## src/rtl/load_store_sequencer_pkg.sv

```systemverilog
// Shared constants for the load/store sequencer: memory op sizes, memory
// fault codes (numerically equal to RISC-V mcause) and sequencer states.
package load_store_sequencer_pkg;

  localparam logic [1:0] MEM_OP_SIZE_BYTE    = 2'b00;
  localparam logic [1:0] MEM_OP_SIZE_HALF    = 2'b01;
  localparam logic [1:0] MEM_OP_SIZE_WORD    = 2'b10;
  localparam logic [1:0] MEM_OP_SIZE_INVALID = 2'b11;

  localparam logic [2:0] MEM_FAULT_NUM_NONE             = 3'b000;
  localparam logic [2:0] MEM_FAULT_NUM_LOAD_MISALIGNED  = 3'b100;
  localparam logic [2:0] MEM_FAULT_NUM_LOAD_ACCESS      = 3'b101;
  localparam logic [2:0] MEM_FAULT_NUM_STORE_MISALIGNED = 3'b110;
  localparam logic [2:0] MEM_FAULT_NUM_STORE_ACCESS     = 3'b111;

  typedef enum logic [1:0] {
    SEQ_IDLE    = 2'b00,
    SEQ_ACCESS  = 2'b01,
    SEQ_SAMPLE  = 2'b10,
    SEQ_RESPOND = 2'b11
  } seq_state_t;

  // Any code with bit 2 set is a fault; zero means a clean access.
  function automatic logic is_fault(input logic [2:0] fault_num);
    return fault_num[2];
  endfunction

endpackage

```

## src/rtl/load_store_sequencer_agu.sv

```systemverilog
// Address generation: 32-bit base plus sign-extended 12-bit offset,
// wrapping modulo 2^32 (no overflow detection).
module lsu_agu (
  input  logic [31:0] base,
  input  logic [11:0] offset,
  output logic [31:0] addr
);

  logic [31:0] offset_ext;

  // Sign-extend the immediate and add; carry out is intentionally dropped.
  always_comb begin
    offset_ext = {{20{offset[11]}}, offset};
    addr       = base + offset_ext;
  end

endmodule

```

## src/rtl/load_store_sequencer.sv

```systemverilog
// Load/store sequencer: accepts one request from execute, drives the memory
// access unit for exactly one enabled cycle, samples its registered result
// and fault, and returns a response to writeback.
// Optional macro LSU_FAULT_ADDR_EN adds rsp_fault_addr (mtval source).
module load_store_sequencer
  import load_store_sequencer_pkg::*;
#(
  parameter int unsigned TAG_BITS = 5
) (
  input  logic                clk,
  input  logic                reset_n,
  input  logic                req_valid,
  output logic                req_ready,
  input  logic                req_is_write,
  input  logic                req_is_unsigned,
  input  logic [1:0]          req_op_size,
  input  logic [31:0]         req_base,
  input  logic [11:0]         req_offset,
  input  logic [31:0]         req_wdata,
  input  logic [TAG_BITS-1:0] req_tag,
  output logic                rsp_valid,
  input  logic                rsp_ready,
  output logic [31:0]         rsp_data,
  output logic [TAG_BITS-1:0] rsp_tag,
  output logic [2:0]          rsp_fault_num,
`ifdef LSU_FAULT_ADDR_EN
  output logic [31:0]         rsp_fault_addr,
`endif
  output logic                mem_enable_n,
  output logic                mem_is_write,
  output logic                mem_is_unsigned,
  output logic [1:0]          mem_op_size,
  output logic [31:0]         mem_addr,
  output logic [31:0]         mem_in,
  input  logic [31:0]         mem_out,
  input  logic [2:0]          mem_fault_num
);

  seq_state_t state, state_next;

  logic                accept;
  logic                sample;
  logic [31:0]         agu_addr;

  logic                lat_is_write;
  logic                lat_is_unsigned;
  logic [1:0]          lat_op_size;
  logic [31:0]         lat_addr;
  logic [31:0]         lat_wdata;
  logic [TAG_BITS-1:0] lat_tag;

  logic [31:0]         rsp_data_q;
  logic [2:0]          rsp_fault_q;
  logic [TAG_BITS-1:0] rsp_tag_q;

  lsu_agu u_agu (
    .base   (req_base),
    .offset (req_offset),
    .addr   (agu_addr)
  );

  // State register; async reset aborts any access in flight.
  always_ff @(posedge clk or negedge reset_n) begin
    if (!reset_n) begin
      state <= SEQ_IDLE;
    end else begin
      state <= state_next;
    end
  end

  // Next-state and handshake/enable decode from the current state only.
  always_comb begin
    state_next   = state;
    req_ready    = 1'b0;
    rsp_valid    = 1'b0;
    mem_enable_n = 1'b1;
    accept       = 1'b0;
    sample       = 1'b0;
    unique case (state)
      SEQ_IDLE: begin
        req_ready = 1'b1;
        if (req_valid) begin
          accept     = 1'b1;
          state_next = SEQ_ACCESS;
        end
      end
      SEQ_ACCESS: begin
        mem_enable_n = 1'b0;
        state_next   = SEQ_SAMPLE;
      end
      SEQ_SAMPLE: begin
        sample     = 1'b1;
        state_next = SEQ_RESPOND;
      end
      SEQ_RESPOND: begin
        rsp_valid = 1'b1;
        if (rsp_ready) begin
          state_next = SEQ_IDLE;
        end
      end
      default: state_next = SEQ_IDLE;
    endcase
  end

  // Request latch: memory operands come only from here, so they stay frozen
  // from ACCESS entry until the next accept.
  always_ff @(posedge clk or negedge reset_n) begin
    if (!reset_n) begin
      lat_is_write    <= 1'b0;
      lat_is_unsigned <= 1'b0;
      lat_op_size     <= '0;
      lat_addr        <= '0;
      lat_wdata       <= '0;
      lat_tag         <= '0;
    end else if (accept) begin
      lat_is_write    <= req_is_write;
      lat_is_unsigned <= req_is_unsigned;
      lat_op_size     <= req_op_size;
      lat_addr        <= agu_addr;
      lat_wdata       <= req_wdata;
      lat_tag         <= req_tag;
    end
  end

  // Response capture in SAMPLE; stores and faulting accesses return zero data.
  always_ff @(posedge clk or negedge reset_n) begin
    if (!reset_n) begin
      rsp_data_q  <= '0;
      rsp_fault_q <= '0;
      rsp_tag_q   <= '0;
    end else if (sample) begin
      rsp_data_q  <= (lat_is_write || is_fault(mem_fault_num)) ? '0 : mem_out;
      rsp_fault_q <= mem_fault_num;
      rsp_tag_q   <= lat_tag;
    end
  end

`ifdef LSU_FAULT_ADDR_EN
  logic [31:0] rsp_fault_addr_q;

  // Faulting address for mtval, zero for clean accesses.
  always_ff @(posedge clk or negedge reset_n) begin
    if (!reset_n) begin
      rsp_fault_addr_q <= '0;
    end else if (sample) begin
      rsp_fault_addr_q <= is_fault(mem_fault_num) ? lat_addr : '0;
    end
  end

  assign rsp_fault_addr = rsp_fault_addr_q;
`endif

  assign mem_is_write    = lat_is_write;
  assign mem_is_unsigned = lat_is_unsigned;
  assign mem_op_size     = lat_op_size;
  assign mem_addr        = lat_addr;
  assign mem_in          = lat_wdata;

  assign rsp_data      = rsp_data_q;
  assign rsp_fault_num = rsp_fault_q;
  assign rsp_tag       = rsp_tag_q;

endmodule

```

## config.mk

```make
export PLATFORM = sky130hd
export DESIGN_NAME = load_store_sequencer
export DESIGN_NICKNAME = d
export VERILOG_FILES = /design/src/rtl/load_store_sequencer_pkg.sv /design/src/rtl/load_store_sequencer_agu.sv /design/src/rtl/load_store_sequencer.sv
export SDC_FILE = /design/constraint.sdc
export NUM_CORES = 1
export LEC_CHECK = 0
export CORE_AREA = 3 3 118 120
export DETAILED_ROUTE_END_ITERATION = 7
export DIE_AREA = 0 0 121 123
export HOLD_SLACK_MARGIN = 0.02
export PLACE_DENSITY = 0.85
export SYNTH_ARGS = -nofsm -noshare
export SYNTH_HDL_FRONTEND = slang
export SYNTH_HIERARCHICAL = 1
export SYNTH_SLANG_ARGS = --single-unit
```

## constraint.sdc

```tcl
create_clock -name clk -period 3.46 [get_ports clk]
set_input_delay 0.346 -clock clk [delete_from_list [all_inputs] [get_ports clk]]
set_output_delay 0.346 -clock clk [all_outputs]
set_load 0.03 [all_outputs]
```

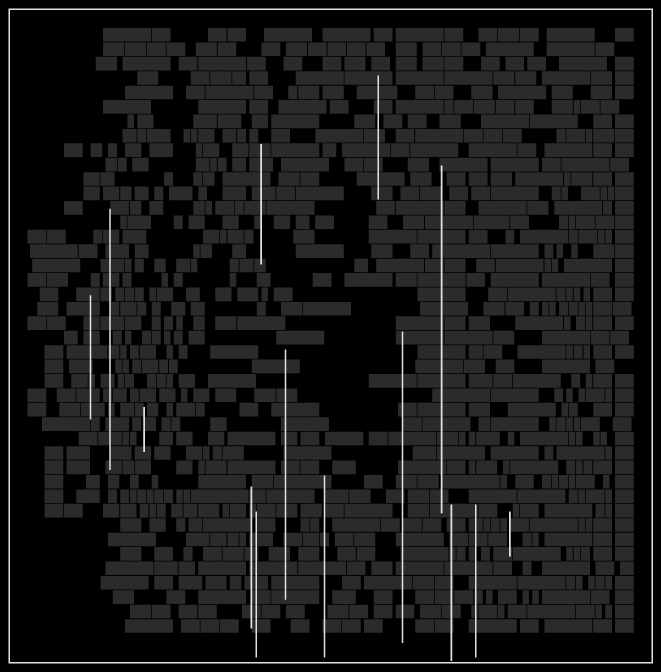
(met4 routing)
Cells faint in the background.
12 nets have wire on it. The layer holds 2.6% of the routed length. The longest straight run is 65.3 um.
vias: 5179
Routed WL: 17.5 mm

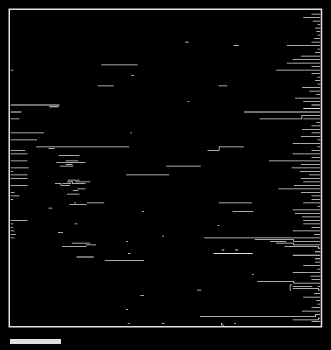
(the metal 3 layer)
Scale bar: 20 um.
The layer carries 1070 um of wire. 148 nets have wire on it.
met3 usage: 0.0517

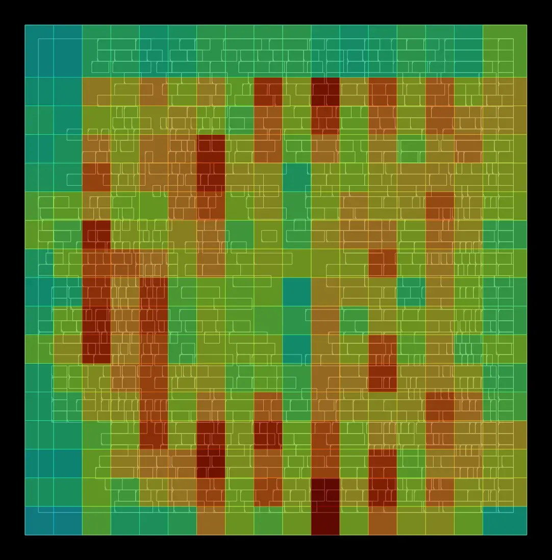
(track usage over the die)
GR Layer Usage met2: 0.421
met1 GRT Util: 0.261

==> qor.yml <==
run_status:
  outcome: "completed"
finish:
  n_antenna_cell: 0
  n_fill_cell: 895
  seq_area_um2: 2880
logic_synthesis:
  yosys_cells: 564
  yosys.area_share.adder: 0.0762
  ys_chip_area_um2: 6170
  syn_area_um2: 6170
  yosys-top-cells-count: "dfrtp_1 (115), mux2_2 (82), nand2_1 (56), inv_1 (43)"
  yosys_most_used_dff: "dfrtp_1"
  ys_seq_share: 0.466
floorplanning:
  die_h_um: 123
  fp.dieW_um: 121
  initial_core_util: 0.472
  ios: 235
routing:
  dr_wl_met3_mm: 1.07
  drc: 0
critical_path:
  crit_path_max_incr_delay_ns: 0.69
  worstSetupPathType: "in2reg"
cts:
  root_buffer: "clkbuf_16"
timing:
  fin_hold_ws_ns: 0.480
power:
  sequentialPowerShare: 0.276
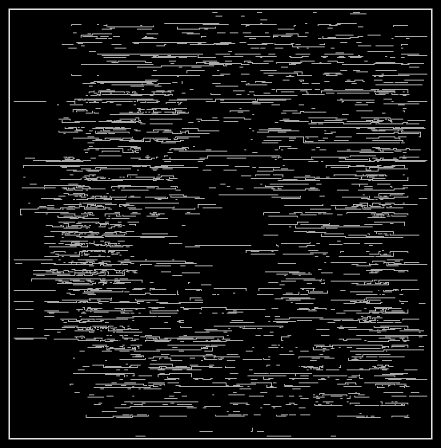
(metal 1)
The layer holds 38% of the routed length. The longest straight run is 36.3 um.

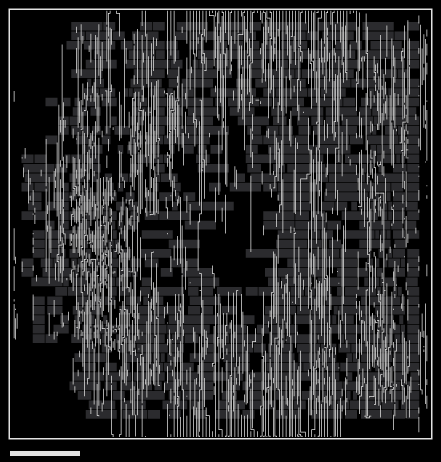
(metal 2)
Scale bar: 20 um. Cells faint in the background.
The layer carries 9320 um of wire. 856 nets have wire on it. The layer holds 53% of the routed length. The wires run mostly vertical.

Power is estimated from default activity; no workload was simulated.
